==> src/rtl/branch_resolve_tracker.sv <==
// In-order retirement queue for predicted conditional branches. Branches resolve out of order
// and retire in program order, one per cycle, as training updates for the predictor tables.
module branch_resolve_tracker #(
  parameter int DEPTH    = 8,
  parameter int TAG_BITS = 3
) (
  input  logic                clk,
  input  logic                rst_n,
  input  logic                alloc_valid_i,
  output logic                alloc_ready_o,
  input  logic [31:0]         alloc_pc_i,
  input  logic                alloc_gshare_pred_i,
  input  logic                alloc_bimodal_pred_i,
  input  logic                alloc_final_pred_i,
  output logic [TAG_BITS-1:0] alloc_tag_o,
  input  logic                resolve_valid_i,
  input  logic [TAG_BITS-1:0] resolve_tag_i,
  input  logic                resolve_taken_i,
  input  logic                flush_valid_i,
  input  logic [TAG_BITS-1:0] flush_tag_i,
  output logic                update_valid_o,
  output logic [31:0]         update_pc_o,
  output logic                update_taken_o,
  output logic                update_gshare_correct_o,
  output logic                update_bimodal_correct_o,
  output logic                mispredict_o,
  output logic [TAG_BITS:0]   count_o
);
  localparam logic [TAG_BITS:0] DEPTH_C = (TAG_BITS+1)'(DEPTH);

  logic [DEPTH-1:0]    valid_q, valid_d, resolved_q, resolved_d;
  logic [DEPTH-1:0]    gshare_q, gshare_d, bimodal_q, bimodal_d;
  logic [DEPTH-1:0]    final_q, final_d, taken_q, taken_d;
  logic [31:0]         pc_q [DEPTH];
  logic [31:0]         pc_d [DEPTH];
  logic [TAG_BITS-1:0] head_q, head_d, tail_q, tail_d;
  logic [TAG_BITS:0]   count_q, count_d;
  logic                upd_valid_q, upd_valid_d, upd_taken_q, upd_taken_d;
  logic                upd_gc_q, upd_gc_d, upd_bc_q, upd_bc_d, mis_q, mis_d;
  logic [31:0]         upd_pc_q, upd_pc_d;

  logic                retire, flush_hit, alloc_fire, res_ok;
  logic [TAG_BITS-1:0] flush_dist;
  logic [TAG_BITS:0]   survivors;
  logic [DEPTH-1:0]    kill;

  assign retire     = valid_q[head_q] && resolved_q[head_q];
  assign flush_hit  = flush_valid_i && valid_q[flush_tag_i];
  assign flush_dist = flush_tag_i - head_q;
  assign survivors  = {1'b0, flush_dist} + (TAG_BITS+1)'(1);

  // An entry is younger than the flush point when its age from head exceeds the flush tag's age.
  genvar gi;
  generate
    for (gi = 0; gi < DEPTH; gi++) begin : g_kill
      localparam logic [TAG_BITS-1:0] IDX = TAG_BITS'(gi);
      assign kill[gi] = flush_hit && ((IDX - head_q) > flush_dist);
    end
  endgenerate

  assign alloc_ready_o = (count_q < DEPTH_C) && !flush_valid_i;
  assign alloc_fire    = alloc_valid_i && alloc_ready_o;
  assign res_ok        = resolve_valid_i && valid_q[resolve_tag_i] &&
                         !resolved_q[resolve_tag_i] && !kill[resolve_tag_i];
  assign alloc_tag_o   = tail_q;

  always_comb begin
    valid_d     = valid_q & ~kill;
    resolved_d  = resolved_q;
    gshare_d    = gshare_q;
    bimodal_d   = bimodal_q;
    final_d     = final_q;
    taken_d     = taken_q;
    pc_d        = pc_q;
    head_d      = head_q;
    tail_d      = tail_q;
    count_d     = count_q;
    upd_valid_d = retire;
    upd_pc_d    = upd_pc_q;
    upd_taken_d = upd_taken_q;
    upd_gc_d    = upd_gc_q;
    upd_bc_d    = upd_bc_q;
    mis_d       = 1'b0;

    if (res_ok) begin
      resolved_d[resolve_tag_i] = 1'b1;
      taken_d[resolve_tag_i]    = resolve_taken_i;
    end

    if (retire) begin
      valid_d[head_q]    = 1'b0;
      resolved_d[head_q] = 1'b0;
      head_d             = head_q + TAG_BITS'(1);
      upd_pc_d           = pc_q[head_q];
      upd_taken_d        = taken_q[head_q];
      upd_gc_d           = gshare_q[head_q] == taken_q[head_q];
      upd_bc_d           = bimodal_q[head_q] == taken_q[head_q];
      mis_d              = final_q[head_q] != taken_q[head_q];
    end

    if (alloc_fire) begin
      valid_d[tail_q]    = 1'b1;
      resolved_d[tail_q] = 1'b0;
      pc_d[tail_q]       = alloc_pc_i;
      gshare_d[tail_q]   = alloc_gshare_pred_i;
      bimodal_d[tail_q]  = alloc_bimodal_pred_i;
      final_d[tail_q]    = alloc_final_pred_i;
    end

    if (flush_hit) begin
      tail_d  = flush_tag_i + TAG_BITS'(1);
      count_d = survivors - {{TAG_BITS{1'b0}}, retire};
    end else begin
      tail_d  = tail_q + TAG_BITS'(alloc_fire);
      count_d = count_q + {{TAG_BITS{1'b0}}, alloc_fire} - {{TAG_BITS{1'b0}}, retire};
    end
  end

  always_ff @(posedge clk or negedge rst_n) begin
    if (!rst_n) begin
      valid_q     <= '0;
      resolved_q  <= '0;
      gshare_q    <= '0;
      bimodal_q   <= '0;
      final_q     <= '0;
      taken_q     <= '0;
      for (int i = 0; i < DEPTH; i++) pc_q[i] <= '0;
      head_q      <= '0;
      tail_q      <= '0;
      count_q     <= '0;
      upd_valid_q <= 1'b0;
      upd_pc_q    <= '0;
      upd_taken_q <= 1'b0;
      upd_gc_q    <= 1'b0;
      upd_bc_q    <= 1'b0;
      mis_q       <= 1'b0;
    end else begin
      valid_q     <= valid_d;
      resolved_q  <= resolved_d;
      gshare_q    <= gshare_d;
      bimodal_q   <= bimodal_d;
      final_q     <= final_d;
      taken_q     <= taken_d;
      pc_q        <= pc_d;
      head_q      <= head_d;
      tail_q      <= tail_d;
      count_q     <= count_d;
      upd_valid_q <= upd_valid_d;
      upd_pc_q    <= upd_pc_d;
      upd_taken_q <= upd_taken_d;
      upd_gc_q    <= upd_gc_d;
      upd_bc_q    <= upd_bc_d;
      mis_q       <= mis_d;
    end
  end

  assign update_valid_o           = upd_valid_q;
  assign update_pc_o              = upd_pc_q;
  assign update_taken_o           = upd_taken_q;
  assign update_gshare_correct_o  = upd_gc_q;
  assign update_bimodal_correct_o = upd_bc_q;
  assign mispredict_o             = mis_q;
  assign count_o                  = count_q;
endmodule

==> config.mk <==
export PLATFORM = sky130hd
export DESIGN_NAME = branch_resolve_tracker
export DESIGN_NICKNAME = d
export VERILOG_FILES = /design/src/rtl/branch_resolve_tracker.sv
export SDC_FILE = /design/constraint.sdc
export NUM_CORES = 1
export LEC_CHECK = 0
export ABC_CLOCK_PERIOD_IN_PS = 9900
export CORE_ASPECT_RATIO = 1.5
export CORE_MARGIN = 1.5
export CORE_UTILIZATION = 40
export CTS_BUF_LIST = sky130_fd_sc_hd__clkbuf_8 sky130_fd_sc_hd__clkbuf_16
export CTS_CLUSTER_SIZE = 28
export DETAILED_ROUTE_END_ITERATION = 8
export MAX_ROUTING_LAYER = met4
export PLACE_DENSITY = 0.68
export SYNTH_ARGS = -nofsm -noshare
export SYNTH_HDL_FRONTEND = slang
export SYNTH_SLANG_ARGS = --single-unit
==> constraint.sdc <==
create_clock -name clk -period 9.9 [get_ports clk]
set_input_delay 2.475 -clock clk [delete_from_list [all_inputs] [get_ports clk]]
set_output_delay 2.475 -clock clk [all_outputs]
set_load 0.01 [all_outputs]
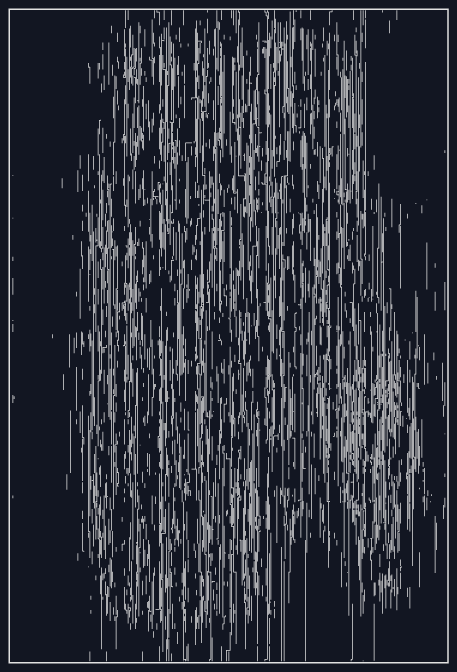
Run 1: metal 2
The wires run mostly vertical. The longest straight run is 89.1 µm.
drt total wl: 38500 µm
met2 Usage GRT: 0.336
via count: 10.1k

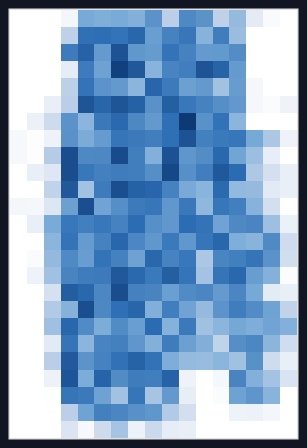
Run 1: cell area per tile
The die is cut into 17 by 25 equal tiles; white is low, dark blue is high, 0 to 100% covered.
The emptiest ninth of the die: top left. The fullest tile reaches 97%. 19% of the tiles are nearly empty.
final design utilization: 0.468
Initial Utilization: 0.405
core area: 40200 µm²

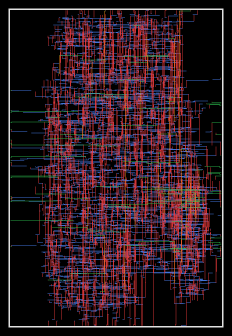
Run 1: routed metal, one color a layer
met4: drawn in orange, wire length 996 µm. met1: drawn in blue, wire length 15900 µm. met3: drawn in green, wire length 1560 µm. met2: drawn in red, wire length 20.1 mm.
Global Route Usage Sum: 0.195
Wirelength per Cell: 21.1 µm

==> flow_summary.yaml, run 1 <==
# generated from flow reports
synth:
  netlist_area_um2: 16300
  yosysSeqAreaShare: 0.540
  ys.flop_type: "dfrtp_1"
  yosys_warnings: 0
  edf_count: 0
  yosys-stat-area_um2: 16300
  top_area_cell: "dfrtp_1"
  synth_top_cell_by_count: "dfrtp_1"
  syn-instance-count: 1218
  synthArstFlopShare: 1.00
  synth_nets: 1294
  synth_top_area_share: 0.540
  synthDistinctLibCells: 58
  common_cells: "dfrtp_1 (351), mux2_2 (255), nand2_1 (199)"
  avgSynthCellArea_um2: 13.4
  synth-seq-cells: 351
  area_leaders: "dfrtp_1 (54%), mux2_2 (18%), mux4_2 (11%)"
  yosys_cells: 1218
global_routing:
  first_global_vias: 10800
  grt_pass1_wl_um: 61600
  gr-total-overflow: 0
  met1_usage: 0.235
  grt_start_max_net_pins: 200
  gr-usage-met3: 0.0297
  grt-busiest-layer: "met2"
  antenna_found_initial: 6
worst_setup_path:
  worstPathArrival_ns: 3.72
  crit_required_ns: 7.43
  timing.reg2reg.setup_slack_ns: 5.82
  slowest_stage: "clkdlybuf4s50_1"
  cp_max_fo: 6
  r2r_start: "head_q[0]$_DFFE_PN0P_"
  r2r_cells: 12
  critPathKind: "in -> out"
  timing.rr.end: "taken_q[2]$_DFFE_PN0P_"
  cp_slowest_stage_delay_ns: 0.55
  path_common_cell: "clkdlybuf4s50_1"
  crit_chain: "clkdlybuf4s50_1, nor2_1, clkdlybuf4s50_1"
  cp-start-kind: "primary input"
  cp-end-kind: "primary output"
route:
  wl_met1_um: 15900
  drcViolationCount: 0
  dr_wl_met3_um: 1560
  drtIter0Drc: 597
  antenna_left: 0
  wl_met2_um: 20100
  dr.pass1.iters: 5
  viasPerCell: 5.51
  maxUsedRoutingLayer: "met4"
sta:
  slew_headroom: 0.260
  finClkSkew_ns: 0.0105
  worst_pin_slew_ns: 1.11
  final.min_clock_period_ns: 6.19
  hold_viol: 0
  setup_tns_ns: 0
  final-setup-viol-count: 0
  rsz0062_at_grt: "no"
  finalCritPeriodShare: 0.625
  holdWs_ns: 0.475
  max_freq_mhz: 162
  finalMaxSlewViolations: 0
placed_design:
  dp_hpwl_um: 23000
  io_buffers: 91
  place.gp.congestion: 0.917
clock_network:
  clk_latency_ns: 0.52
  cts.clk_slew.worst_paths_ns: 0.06
  cts_htree_levels: 2
  post_cts_buffers: 0
  numCtsBuffers: 35
  cts.path.max_buffers: 3
  postCtsHoldBufs: 0
  clkSinkCount: 351
  cts_resized: 0
  cts_tree: "built"
  root_buffer: "clkbuf_16"
final_layout:
  drive_above_1_share: 0.323
  num-fill-cells: 3500
  layout_top_cell: "dfrtp_1"
  syn_to_final_growth_pct: 15.5
  most-common-layout-cells: "dfrtp_1 (348), mux2_2 (254), nand2_1 (197), clkdlybuf4s50_1 (90), mux4_2 (76)"
  largest_register_ffs: 256
  final_nets: 1369
  regMostFlops: "pc_q"
worst_hold_path:
  min_to: "pc_q[99]$_DFFE_PN0P_"
  hp-class: "reg -> reg"
  hold_path.startpoint: "pc_q[99]$_DFFE_PN0P_"
  whs_path_depth: 2
floorplanning:
  fp-row-count: 90
  die_w_um: 168
  die_area_um2: 41900
  io_pins: 92
  dieHeight_um: 250
job:
  maxCapViolations: 0
  warning_count: 36
pwr:
  p_per_area_nw_per_um2: 323
  leakage_nw: 8.39
  vdd.ir_drop.worst_v: 0.000149
outcome:
  run_status: "completed"
## run 1: worst max-delay path by stage
stage / endpoint / startpoint / depth (start not counted)
floorplan: taken_q[1]$_DFFE_PN0P_ / flush_tag_i[0] / 13
global placement: taken_q[2]$_DFFE_PN0P_ / flush_tag_i[0] / 14
detailed placement: taken_q[2]$_DFFE_PN0P_ / flush_tag_i[0] / 14
CTS: alloc_ready_o / flush_valid_i / 3
global route: alloc_ready_o / flush_valid_i / 3
finish: alloc_ready_o / flush_valid_i / 3
## run 1: final cells by class
class / instances / area [µm²] / share of cell area
Sequential cell: 351 / 8790 / 0.467
Multi-Input combinational cell: 772 / 7130 / 0.379
Clock buffer: 45 / 1040 / 0.0551
Timing Repair Buffer: 105 / 1030 / 0.0549
Tap cell: 506 / 633 / 0.0337
Inverter: 28 / 105 / 0.00559
Clock inverter: 12 / 62.6 / 0.00333
Antenna cell: 6 / 15.0 / 0.000798
## run 1: logic make-up after synthesis
group / Yosys count / share of synthesized area
mux: 343 / 0.289
flops: 351 / 0.540
simple gates: 299 / 0.0779
buf+inv: 95 / 0.0243
xor+xnor: 11 / 0.00676
fa+ha+maj: 31 / 0.0244
compound gates: 88 / 0.0376
## run 1: through the flow
stage	instance area, µm²	total power [mW]	setup slack (ns)	util	instances
after floorplan	16300	4.10	4.55	-	1218
after global placement	17700	4.77	3.59	0.440	1762
after detailed placement	17700	4.86	3.49	0.440	1762
after CTS	18800	6.16	3.70	0.468	1819
after global routing	18800	6.49	3.63	0.468	1825
final	18800	6.08	3.71	0.468	1825
## run 1: worst max-delay path: cells and delay by family
family / cells / cell delay (ns)
simple gates: 1 / 0.18
buf+inv: 2 / 1.06
## run 1: report_power, final
group	switching, mW	internal (mW)	total [mW]
sequential	0.424	2.09	2.52
clock	0.541	0.733	1.27
combinational	0.999	1.29	2.29
Run 1, routing congestion map:
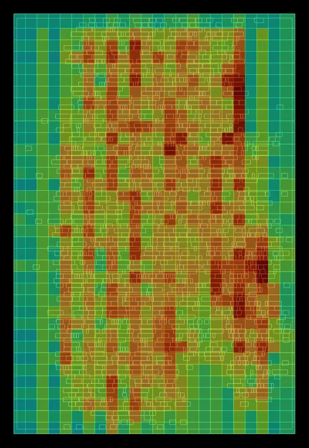

==> run 2: changes to the inputs <==
--- a/config.mk
+++ b/config.mk
@@ -5,7 +5,7 @@
 export SDC_FILE = /design/constraint.sdc
 export NUM_CORES = 1
 export LEC_CHECK = 0
-export ABC_CLOCK_PERIOD_IN_PS = 9900
+export ABC_CLOCK_PERIOD_IN_PS = 5600
 export CORE_ASPECT_RATIO = 1.5
 export CORE_MARGIN = 1.5
 export CORE_UTILIZATION = 40
@@ -13,7 +13,7 @@
 export CTS_CLUSTER_SIZE = 28
 export DETAILED_ROUTE_END_ITERATION = 8
 export MAX_ROUTING_LAYER = met4
-export PLACE_DENSITY = 0.68
+export PLACE_DENSITY = 0.7
 export SYNTH_ARGS = -nofsm -noshare
 export SYNTH_HDL_FRONTEND = slang
 export SYNTH_SLANG_ARGS = --single-unit
==> constraint.sdc (replaced) <==
create_clock -name clk -period 5.6 [get_ports clk]
set_input_delay 1.4 -clock clk [delete_from_list [all_inputs] [get_ports clk]]
set_output_delay 1.4 -clock clk [all_outputs]
set_load 0.01 [all_outputs]
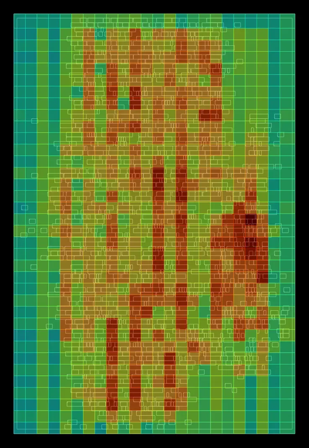
Run 2: routing congestion map
busiest grt layer: met2
met2 Usage GRT: 0.332
Wirelength per Cell: 20.8 µm
final design utilization: 0.473
GR Layer Usage met3: 0.0295

==> run 2 against run 1 <==
Effect of this change:
- clock-buffer cell count shrank 3
- sequential share of layout area decreased by 0.46 points
- cell count rose by 0.22%
- flip-flop count did not move
- hold slack worse by 0.00090 ns
- area after synthesis unchanged
- register-to-register slack lost 4.1 ns
- critical endpoint is now taken_q[2]$_DFFE_PN0P_
- largest cell class unchanged
- largest power group unchanged
==> flow_summary.yaml, run 2 <==
# generated from flow reports
outcome:
  run_status: "completed"
route:
  antenna_left: 0
  drtIter0Drc: 677
  finalWirelength_um: 38100
  viasPerCell: 5.50
  dr.pass1.iters: 4
job:
  maxCapViolations: 0
  warning_count: 38
sta:
  slew_headroom: 0.319
  worst_pin_slew_ns: 1.02
  holdWs_ns: 0.474
  finalMaxSlewViolations: 0
  final-setup-viol-count: 0
  max_freq_mhz: 220
  hold_viol: 0
  rsz0062_at_grt: "no"
  finalCritPeriodShare: 0.811
  finClkSkew_ns: 0.0150
  final.min_clock_period_ns: 4.54
  setup_tns_ns: 0
final_layout:
  num-fill-cells: 3435
  final_cell_count_no_fill: 1829
  drive_above_1_share: 0.329
  regMostFlops: "pc_q"
  combGateArea_um2: 7130
  final_nets: 1374
  final-seq-area_um2: 8790
  most-common-layout-cells: "dfrtp_1 (348), mux2_2 (254), nand2_1 (197), clkdlybuf4s50_1 (90), mux4_2 (76)"
  layout_top_cell: "dfrtp_1"
  syn_to_final_growth_pct: 16.7
  design_area_um2: 19000
worst_setup_path:
  slowest_stage: "clkdlybuf4s50_1"
  crit_required_ns: 6.00
  cp-start-kind: "primary input"
  cp-end-kind: "flop"
  cp-endpoint: "taken_q[2]$_DFFE_PN0P_"
  cp_max_fo: 7
  worstPathArrival_ns: 4.94
  r2r_start: "head_q[1]$_DFFE_PN0P_"
  timing.rr.end: "taken_q[2]$_DFFE_PN0P_"
  cp_slowest_stage_delay_ns: 0.42
  critPathKind: "in -> reg"
  crit_chain: "clkdlybuf4s50_1, inv_1, ha_1, inv_1, fa_1, xnor3_1, inv_1, ha_1, or2_2, o311a_1, a22o_1, a211oi_2, o2111ai_2, mux2_1"
  r2r_cells: 11
  timing.reg2reg.setup_slack_ns: 1.72
  path_common_cell: "inv_1"
global_routing:
  grt_start_max_net_pins: 129
  gr-total-overflow: 0
  grt_usage: 0.193
  antenna_found_initial: 3
  met1_usage: 0.228
  first_global_vias: 10900
placed_design:
  post-place-cells: 1767
  io_buffers: 91
  place_worst_setup_slack_ns: 0.529
  place.gp.congestion: 0.859
synth:
  avgSynthCellArea_um2: 13.4
  yosysSeqAreaShare: 0.540
  netlist_area_um2: 16300
  synthArstFlopShare: 1.00
  synth_nets: 1294
  yosys_warnings: 0
  synth_top_cell_by_count: "dfrtp_1"
  yosys-stat-area_um2: 16300
  area_leaders: "dfrtp_1 (54%), mux2_2 (18%), mux4_2 (11%)"
  yosys_cells: 1218
  edf_count: 0
  synth-seq-cells: 351
  top_area_cell: "dfrtp_1"
  synth_top_area_share: 0.540
  synthDistinctLibCells: 58
  common_cells: "dfrtp_1 (351), mux2_2 (255), nand2_1 (199)"
floorplanning:
  core_area_um2: 40200
  die_area_um2: 41900
  io_pins: 92
  initCoreUtil: 0.405
  fp-row-count: 90
  dieHeight_um: 250
  die_w_um: 168
clock_network:
  cts.path.max_buffers: 3
  postCtsHoldBufs: 0
  cts.clk_slew.worst_paths_ns: 0.06
  clk_latency_ns: 0.53
  cts_resized: 0
  numCtsBuffers: 35
  cts_htree_levels: 2
  root_buffer: "clkbuf_16"
  cts_tree: "built"
  post_cts_buffers: 0
  clkSinkCount: 351
pwr:
  p_per_area_nw_per_um2: 582
  vdd.ir_drop.worst_v: 0.000228
  leakage_nw: 8.48
  p_total_mw: 11.1
worst_hold_path:
  hp-class: "reg -> reg"
  whs_path_depth: 2
  min_to: "pc_q[124]$_DFFE_PN0P_"
## run 2: cell count changes in the layout (fill, tap and decap cells not counted)
| cell | delta |
|---|---|
| inv_1 | -3 |
| buf_12 | +1 |
| buf_4 | +4 |
| bufinv_16 | +6 |
| diode_2 | -3 |
| clkbuf_8 | -3 |
| inv_8 | +1 |
| inv_6 | +2 |
| clkinv_2 | +1 |
| clkinvlp_4 | -1 |
| clkinv_4 | -1 |
## run 2: kinds of logic after synthesis
| logic type | after synthesis | synth area share |
|---|---|---|
| fa+ha+maj | 31 | 0.0244 |
| buf+inv | 95 | 0.0243 |
| mux | 343 | 0.289 |
| xor+xnor | 11 | 0.00676 |
| flops | 351 | 0.540 |
| compound gates | 88 | 0.0376 |
| simple gates | 299 | 0.0779 |
## run 2: where the power goes
part	switching, mW	internal [mW]	total, mW
sequential	0.695	3.70	4.40
clock	0.999	1.55	2.54
combinational	1.81	2.30	4.11
total	3.51	7.54	11.1
## run 2: per-layer routing
layer,part of all wire,vias up
li1,-,4503
met1,0.42,5282
met2,0.52,209
met3,0.039,58
met4,0.027,0
met5,0,-
## run 2: cell type report
| cell class | instances | area share |
|---|---|---|
| clock inverters | 17 | 0.0131 |
| well taps | 506 | 0.0333 |
| multi-input cells | 772 | 0.375 |
| flip-flops and latches | 351 | 0.463 |
| clock buffers | 42 | 0.0524 |
| repair buffers | 110 | 0.0570 |
| inverters | 28 | 0.00553 |
| diodes | 3 | 0.000395 |
## run 2: critical path: cells and delay by family
kind,cells,cell delay [ns]
buf+inv,4,0.69
mux,1,0.35
compound gates,4,0.92
fa+ha+maj,3,0.92
simple gates,1,0.30
xor+xnor,1,0.36
Power is estimated from default activity; no workload was simulated.
